--- config.mk ---
export PLATFORM = sky130hd
export DESIGN_NAME = masked_and_chain_sequencer
export DESIGN_NICKNAME = d
export VERILOG_FILES = /design/src/rtl/masked_and_chain_sequencer.sv
export SDC_FILE = /design/constraint.sdc
export NUM_CORES = 1
export LEC_CHECK = 0
export CAP_MARGIN = 20
export CORE_MARGIN = 2
export CORE_UTILIZATION = 35
export CTS_CLUSTER_SIZE = 30
export DETAILED_ROUTE_END_ITERATION = 16
export HOLD_SLACK_MARGIN = 0.03
export SYNTH_ARGS = -nofsm -noshare
export SYNTH_HDL_FRONTEND = slang
export SYNTH_SLANG_ARGS = --single-unit
--- constraint.sdc ---
create_clock -name clk -period 1.75 [get_ports clk]
set_input_delay 0.35 -clock clk [delete_from_list [all_inputs] [get_ports clk]]
set_output_delay 0.35 -clock clk [all_outputs]
set_load 0.05 [all_outputs]
--- src/rtl/masked_and_chain_sequencer.sv ---
// Sequences one registered DOM-style 2-share AND gadget over N_IN operands,
// consuming one fresh random word per gadget step over a valid/ready port.
module masked_and_chain_sequencer #(
  parameter int N_IN  = 3,
  parameter int WIDTH = 1
) (
  input  logic                    clk,
  input  logic                    rst,
  input  logic                    in_valid,
  output logic                    in_ready,
  input  logic [N_IN*WIDTH-1:0]   in_s0,
  input  logic [N_IN*WIDTH-1:0]   in_s1,
  input  logic                    rnd_valid,
  output logic                    rnd_ready,
  input  logic [WIDTH-1:0]        rnd,
  output logic                    out_valid,
  input  logic                    out_ready,
  output logic [WIDTH-1:0]        out_s0,
  output logic [WIDTH-1:0]        out_s1,
  output logic                    busy,
  output logic [1:0]              state_dbg
);

  // Handshakes: a transfer happens on a rising edge where valid && ready are
  // both high; ready never depends on the matching valid, and out_s0/out_s1
  // stay stable while out_valid is high and out_ready is low.

  localparam int SW = $clog2(N_IN);
  localparam logic [SW-1:0] LAST_STEP = SW'(N_IN - 1);

  typedef enum logic [1:0] {
    IDLE = 2'd0,
    MUL  = 2'd1,
    COMP = 2'd2,
    DONE = 2'd3
  } state_t;

  state_t state, state_nxt;

  logic [N_IN*WIDTH-1:0] ops_s0, ops_s1;
  logic [WIDTH-1:0]      acc0, acc1;
  logic [WIDTH-1:0]      t0, t1, c0, c1;
  logic [WIDTH-1:0]      y0, y1;
  logic [SW-1:0]         step;

  always_ff @(posedge clk) begin
    if (rst) state <= IDLE;
    else     state <= state_nxt;
  end

  always_comb begin
    state_nxt = state;
    in_ready  = 1'b0;
    rnd_ready = 1'b0;
    out_valid = 1'b0;
    busy      = 1'b1;
    case (state)
      IDLE: begin
        in_ready = 1'b1;
        busy     = 1'b0;
        if (in_valid) state_nxt = MUL;
      end
      MUL: begin
        rnd_ready = 1'b1;
        if (rnd_valid) state_nxt = COMP;
      end
      COMP: begin
        if (step == LAST_STEP) state_nxt = DONE;
        else                   state_nxt = MUL;
      end
      DONE: begin
        out_valid = 1'b1;
        if (out_ready) state_nxt = IDLE;
      end
      default: state_nxt = IDLE;
    endcase
  end

  // Operand selected by the step counter for the current gadget invocation.
  always_comb begin
    y0 = '0;
    y1 = '0;
    for (int i = 0; i < N_IN; i++) begin
      if (step == SW'(i)) begin
        y0 = ops_s0[i*WIDTH +: WIDTH];
        y1 = ops_s1[i*WIDTH +: WIDTH];
      end
    end
  end

  always_ff @(posedge clk) begin
    if (rst) begin
      ops_s0 <= '0;
      ops_s1 <= '0;
      acc0   <= '0;
      acc1   <= '0;
      t0     <= '0;
      t1     <= '0;
      c0     <= '0;
      c1     <= '0;
      step   <= '0;
    end else begin
      case (state)
        IDLE: begin
          if (in_valid) begin
            ops_s0 <= in_s0;
            ops_s1 <= in_s1;
            acc0   <= in_s0[WIDTH-1:0];
            acc1   <= in_s1[WIDTH-1:0];
            step   <= SW'(1);
          end
        end
        MUL: begin
          // Cross-terms are blinded by z and registered before recombination.
          if (rnd_valid) begin
            t0 <= acc0 & y0;
            t1 <= acc1 & y1;
            c0 <= (acc0 & y1) ^ rnd;
            c1 <= (acc1 & y0) ^ rnd;
          end
        end
        COMP: begin
          acc0 <= t0 ^ c0;
          acc1 <= t1 ^ c1;
          if (step != LAST_STEP) step <= step + SW'(1);
        end
        DONE: begin
          // Scrub every share-bearing register once the result is taken.
          if (out_ready) begin
            ops_s0 <= '0;
            ops_s1 <= '0;
            acc0   <= '0;
            acc1   <= '0;
            t0     <= '0;
            t1     <= '0;
            c0     <= '0;
            c1     <= '0;
            step   <= '0;
          end
        end
        default: ;
      endcase
    end
  end

  assign out_s0    = (state == DONE) ? acc0 : '0;
  assign out_s1    = (state == DONE) ? acc1 : '0;
  assign state_dbg = state;

endmodule

**Run 1: power grid**

Scale bar: 20 µm. Pins as bars on the die edge.
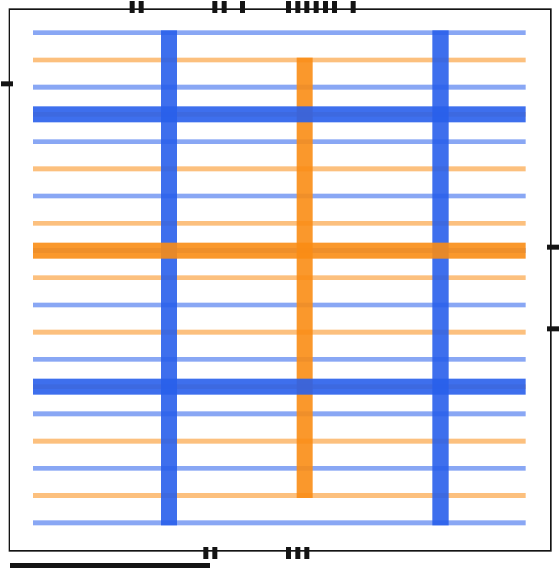
[VDD] orange
[VSS] blue
signal pins: 20
met4 straps: 3
met5 straps: 3
rows: 18
met1 rails: 19

**Run 1: wiring by layer**

Scale bar: 20 µm.
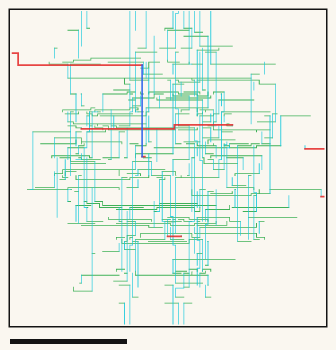
[metal 1] green | wire length: 953 µm
[metal 4] blue | wire length: 15.6 µm
[metal 2] cyan | wire length: 875 µm
[metal 3] red | wire length: 56.7 µm

**Run 1: placement by cell class**

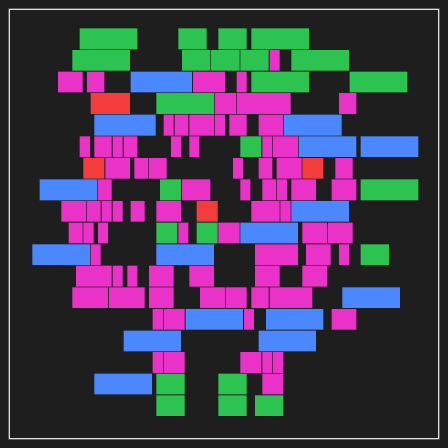
[remaining buffers and delay cells] green | cells: 23 | share of their area: 25%
[clock drivers and dummy loads] red | cells: 4 | share of their area: 3.0%
[sequential cells] blue | cells: 16 | share of their area: 27%
[combinational and other logic] magenta | cells: 79 | share of their area: 45%
fraction of area in registers: 26.2%
# rows: 18
Floorplan Core Area: 2410 µm²
final design area excluding fillers: 1230 µm²

==> git commit body, run 1 <==
Store results of the implementation flow

* Reg2Reg Depth: 6
* Number of OpenROAD warnings: 28
- Combinational family with the most area after synthesis: AND-OR/OR-AND gates
- The finished design was reported to have a net count of 138.
- Yosys Instances: 99
- Count of TritonRoute iterations in the first routing pass: 4
* Area fraction in mux cells: 0%
* Layout overhead on the synthesized area: 41.1%
- Max cap viols: 0
- The first global-routing pass estimated 3220 µm of wire.
- The horizontal die dimension reported for this design is 54.0 µm.
* Number of CTS-inserted buffers: 3
- Per the detail_route report, vias per standard cell equal 5.02.
- Time the worst path needs with I/O delays and setup: 1.62 ns
* Total cell area reported by yosys after synthesis: 873 µm²
* Pre-CTS setup slack: 0.119 ns
- At floorplan, the net count of the design was reported as 114.
- Placer Congestion: 0.764
- Synthesized-area fraction occupied by xor and xnor cells: 4.01%
- Routed WL: 1900 µm
- The launch point of the critical path was reported as state_dbg[0]$_SDFFE_PP0P_.
- Critical path capture point type: primary output
* Worst skew pair latency: 0.29 ns
- Via count of the routed design: 763
- Based on the critical path, the design can be clocked at up to 615 MHz.
- For this configuration, the core starts out at a cell density of 36.2%.
- The clock net in this run drives a total of 16 sinks.
- # setup viols final: 0
- Run status: complete, no violations
- Adder-Cell Fraction of Synth Area: 4.30%
* Unrepaired setup endpoints after global routing: no
* Vertical die dimension: 54.0 µm
* Layout cells sized above 1: 23.0%
* Post-Synthesis Cell Area: 873 µm²
* Final WS setup: 0.125 ns
* Instance count after placement with tap cells included: 148
- Of the total synthesized cell area, the portion taken by AND-OR and OR-AND cells is 27.9%.
- STA lists the startpoint of the worst register-to-register path as step[0]$_SDFFE_PP0P_.
- Number of enable-type register cells in the synthesized netlist: 0
- Per the layout area report, the combinational gate area comes to 513 µm².
* Register share after synthesis: 36.7%
[run 1: metrics by stage]
step | util, % | hold WS, ns | area (µm²)
CTS | 51.1 | 0.495 | 1230
detailed placement | 49.6 | 0.480 | 1200
floorplan | - | 0.452 | 886
finish | 51.1 | 0.490 | 1230
global placement | 49.6 | 0.467 | 1200
global route | 51.1 | 0.507 | 1230
[run 1: where the power goes]
group / leakage [nW] / total (mW) / internal, mW / switching (mW)
combinational: 0.357 / 0.276 / 0.140 / 0.136
clock: 0.0210 / 0.246 / 0.127 / 0.119
sequential: 0.132 / 0.428 / 0.388 / 0.0399
[run 1: synthesized netlist by cell type (3+ instances only)]
master	count	area share (%)
sky130_fd_sc_hd__o21ai_0	4	2.3
sky130_fd_sc_hd__dfxtp_1	16	37
sky130_fd_sc_hd__a22o_1	4	4.0
sky130_fd_sc_hd__nand2_1	10	4.3
sky130_fd_sc_hd__nor2_1	12	5.2
sky130_fd_sc_hd__ha_1	3	4.3
sky130_fd_sc_hd__inv_1	6	2.6
sky130_fd_sc_hd__and2_1	3	2.1
sky130_fd_sc_hd__a22oi_1	6	5.2
sky130_fd_sc_hd__a21oi_1	3	1.7
[run 1: worst min path at each step]
stage	start	endpoint	slack, ns	cells after the start
CTS	t0$_SDFFE_PP0P_	t0$_SDFFE_PP0P_	0.49	1
global route	t0$_SDFFE_PP0P_	t0$_SDFFE_PP0P_	0.51	1
global placement	t0$_SDFFE_PP0P_	t0$_SDFFE_PP0P_	0.47	1
finish	t0$_SDFFE_PP0P_	t0$_SDFFE_PP0P_	0.49	1
detailed placement	t1$_SDFFE_PP0P_	t1$_SDFFE_PP0P_	0.48	1
floorplan	t0$_SDFFE_PP0P_	t0$_SDFFE_PP0P_	0.45	1
[run 1: cell families (layout without fill, tap and decap cells)]
group | after synthesis | count (layout)
AND-OR/OR-AND | 31 | 31
XOR/XNOR | 4 | 4
flip-flops | 16 | 16
adder cells (fa/ha/maj) | 3 | 3
buffers and inverters | 10 | 33
AND/OR/NAND/NOR | 35 | 35
[run 1: sequential cells by signal, indices dropped and copies added (netlist names)]
name       cells
step           2
t1             1
c1             1
acc0           1
ops_s1         3
t0             1
c0             1
state_dbg      2
acc1           1
ops_s0         3
[run 1: routing by layer]
| layer | wire [µm] | vias up | global-route usage, % |
|---|---|---|---|
| met2 | 874 | 8 | 23.0 |
| met3 | 56 | 2 | 5.83 |
| met4 | 15 | 0 | 2.56 |
| met5 | 0 | - | 0 |
| li1 | - | 401 | - |
| met1 | 953 | 352 | 21.5 |
[run 1: worst max-delay path, cell delays in order, from the launching register on]
cell and delay, ns:
sky130_fd_sc_hd__dfxtp_2 0.58, sky130_fd_sc_hd__and3_1 0.26, sky130_fd_sc_hd__buf_12 0.14
[run 1: final cells by class]
cell class | instances | area share, %
clock buffer | 4 | 2.94
inverter | 6 | 1.83
multi-input combinational | 73 | 41.6
tap | 30 | 3.05
sequential | 16 | 26.2
timing repair buffer | 23 | 24.4
**Run 1: routed clock nets over the placement**

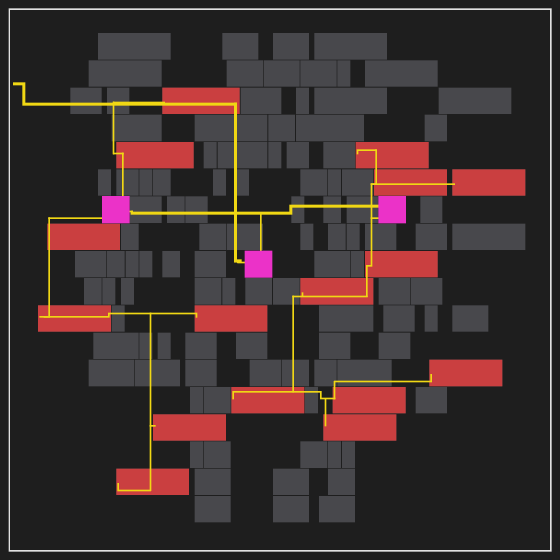

## Run 2: what changed since run 1
- CORE_MARGIN: 2 -> 3
**Run 2: routed clock nets over the placement**

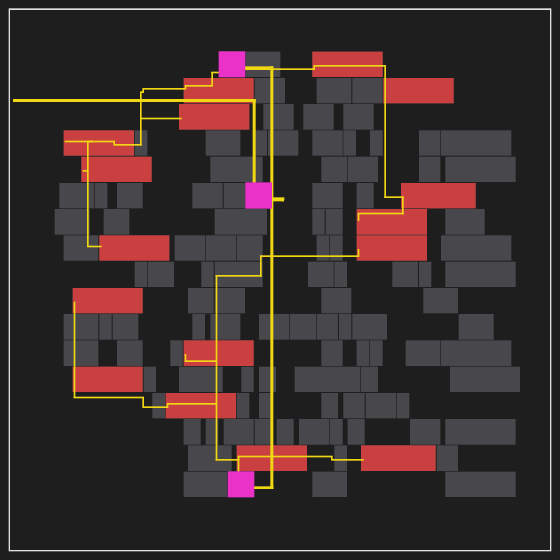
[flip-flops] red | count: 16
[clock wires] yellow | length: 255 µm
[clock drivers] magenta | count: 3
routed clock nets: 4
clock-net power: 0.256 mW
portion of total power attributed to the clock network: 26.7%
worst setup skew after layout: 0.00634 ns
worst skew pair latency: 0.30 ns

==> run 2 against run 1 <==
Compared with the run above: hold slack better by 0.0025 ns; synthesized area stayed put; combinational power hardly changed; critical path depth stayed put; core utilization is 2.4 points higher; critical path type unchanged; largest cell class unchanged.
==> git commit body, run 2 <==
Store results of the implementation flow

- Cell types with the highest counts after synthesis: sky130_fd_sc_hd__dfxtp_1, sky130_fd_sc_hd__nor2_1, sky130_fd_sc_hd__nand2_1, sky130_fd_sc_hd__a22oi_1, sky130_fd_sc_hd__inv_1 (unchanged).
- Slowest cell on crit path: sky130_fd_sc_hd__dfxtp_2 (unchanged)
- The number of warning messages in the logs came to 28 (unchanged).
- Placer Congestion: 0.723 (was 0.764)
- Run status: complete, no violations (unchanged)
- The final routed wirelength across all metal layers was 2000 µm (was 1900 µm).
- Yosys Instances: 99 (unchanged)
* Global-route wire length before repair: 3460 µm (was 3220 µm)
- The die height is 56.0 µm (was 54.0 µm).
- Total cell area reported by yosys after synthesis: 873 µm² (unchanged)
- Switching power as a share of total power: 31.8% (was 31.1%)
- Layout cells sized above 1: 23.0% (unchanged)
* Internal Dissipation: 0.655 mW (about the same)
- The highest clock rate was 612 MHz (was 615 MHz).
- The post-layout net count is 138 (unchanged).
- Leading registers by flop count: ops_s0 x3, ops_s1 x3 (unchanged)
- The minimum period implied by the final worst setup slack was 1.63 ns (was 1.62 ns).
- Buffers & Inverters on Critical Path: 1 (unchanged)
* Library cell occupying the most area in the post-synthesis netlist: sky130_fd_sc_hd__dfxtp_1 (unchanged)
* Fraction of post-synthesis cell area in the top cell type by area: 36.7% (unchanged)
* Smallest hold slack: 0.492 ns (was 0.490 ns)
- Layout overhead on the synthesized area: 40.8% (was 41.1%)
* Unrepaired setup endpoints after global routing: no (unchanged)
- Vias per inst: 5.24 (was 5.02)
- Largest cells by area after synthesis: sky130_fd_sc_hd__dfxtp_1, sky130_fd_sc_hd__a22oi_1, sky130_fd_sc_hd__nor2_1 (unchanged).
- The number of sinks handled by clock tree synthesis is 16 (unchanged).
* Register share after synthesis: 36.7% (unchanged)
- Floorplan Core Area: 2300 µm² (was 2410 µm²)
- The net switching component of the power was 0.305 mW (was 0.296 mW).
- The worst stage delay on the critical path came to 0.57 ns (was 0.58 ns).
- The number of synthesized flops with an enable pin was 0 (unchanged).
-- run 2: cell counts in the layout (fill, tap and decap cells not counted) --
Identical to the previous run, type by type.
-- run 2: layer usage --
layer	share of wire, %	global-route usage [%]	vias to the layer above
met1	45	16.5	364
met2	46	24.3	20
met5	0	0	-
met4	2.6	8.14	0
met3	5.7	2.55	5
li1	-	-	397
-- run 2: area by class of cell --
class | count | area [µm²] | share of cell area, %
multi-input cells | 73 | 513 | 41.7
flip-flops and latches | 16 | 323 | 26.2
repair buffers | 23 | 300 | 24.4
clock buffers | 4 | 36.3 | 2.95
well taps | 28 | 35.0 | 2.85
inverters | 6 | 22.5 | 1.83
-- run 2: final timing paths --
kind / endpoint / depth (start not counted) / slack (ns) / from
min: t0$_SDFFE_PP0P_ / 1 / 0.49 / t0$_SDFFE_PP0P_
min reg2reg: t0$_SDFFE_PP0P_ / 1 / 0.49 / t0$_SDFFE_PP0P_
max reg2reg: c0$_SDFFE_PP0P_ / 6 / 0.26 / step[0]$_SDFFE_PP0P_
max: rnd_ready / 2 / 0.12 / state_dbg[0]$_SDFFE_PP0P_
-- run 2: per-stage QoR --
| step | worst slack, ns | cell area [µm²] | cells | utilization, % |
|---|---|---|---|---|
| after global placement | 0.156 | 1190 | 146 | 52.0 |
| after detailed placement | 0.115 | 1190 | 146 | 52.0 |
| after floorplan | 0.0552 | 886 | 99 | - |
| after global routing | 0.0401 | 1230 | 150 | 53.5 |
| final | 0.116 | 1230 | 150 | 53.5 |
| after CTS | 0.0905 | 1230 | 150 | 53.5 |
-- run 2: logic make-up (layout without fill, tap and decap cells) --
group                      count (synthesis)  after routing  share of synthesized area, %
xor gates and xnor gates                   4              4                          4.01
AOI/OAI and AO/OA                         31             31                          27.9
DFF                                       16             16                          36.7
buffers and inverters                     10             33                          5.73
adders and majority gates                  3              3                          4.30
and+or+nand+nor                           35             35                          21.3
-- run 2: power by group through the flow --
stage          logic (mW)  clock network [mW]  registers [mW]
6_report            0.276               0.256           0.428
5_1_grt             0.297               0.281           0.434
4_1_cts             0.279               0.269           0.429
3_5_place_dp        0.278                   0           0.437
3_3_place_gp        0.273                   0           0.436
2_1_floorplan       0.158                   0           0.431
No activity file was given, so power comes from the tool's default toggle rates.
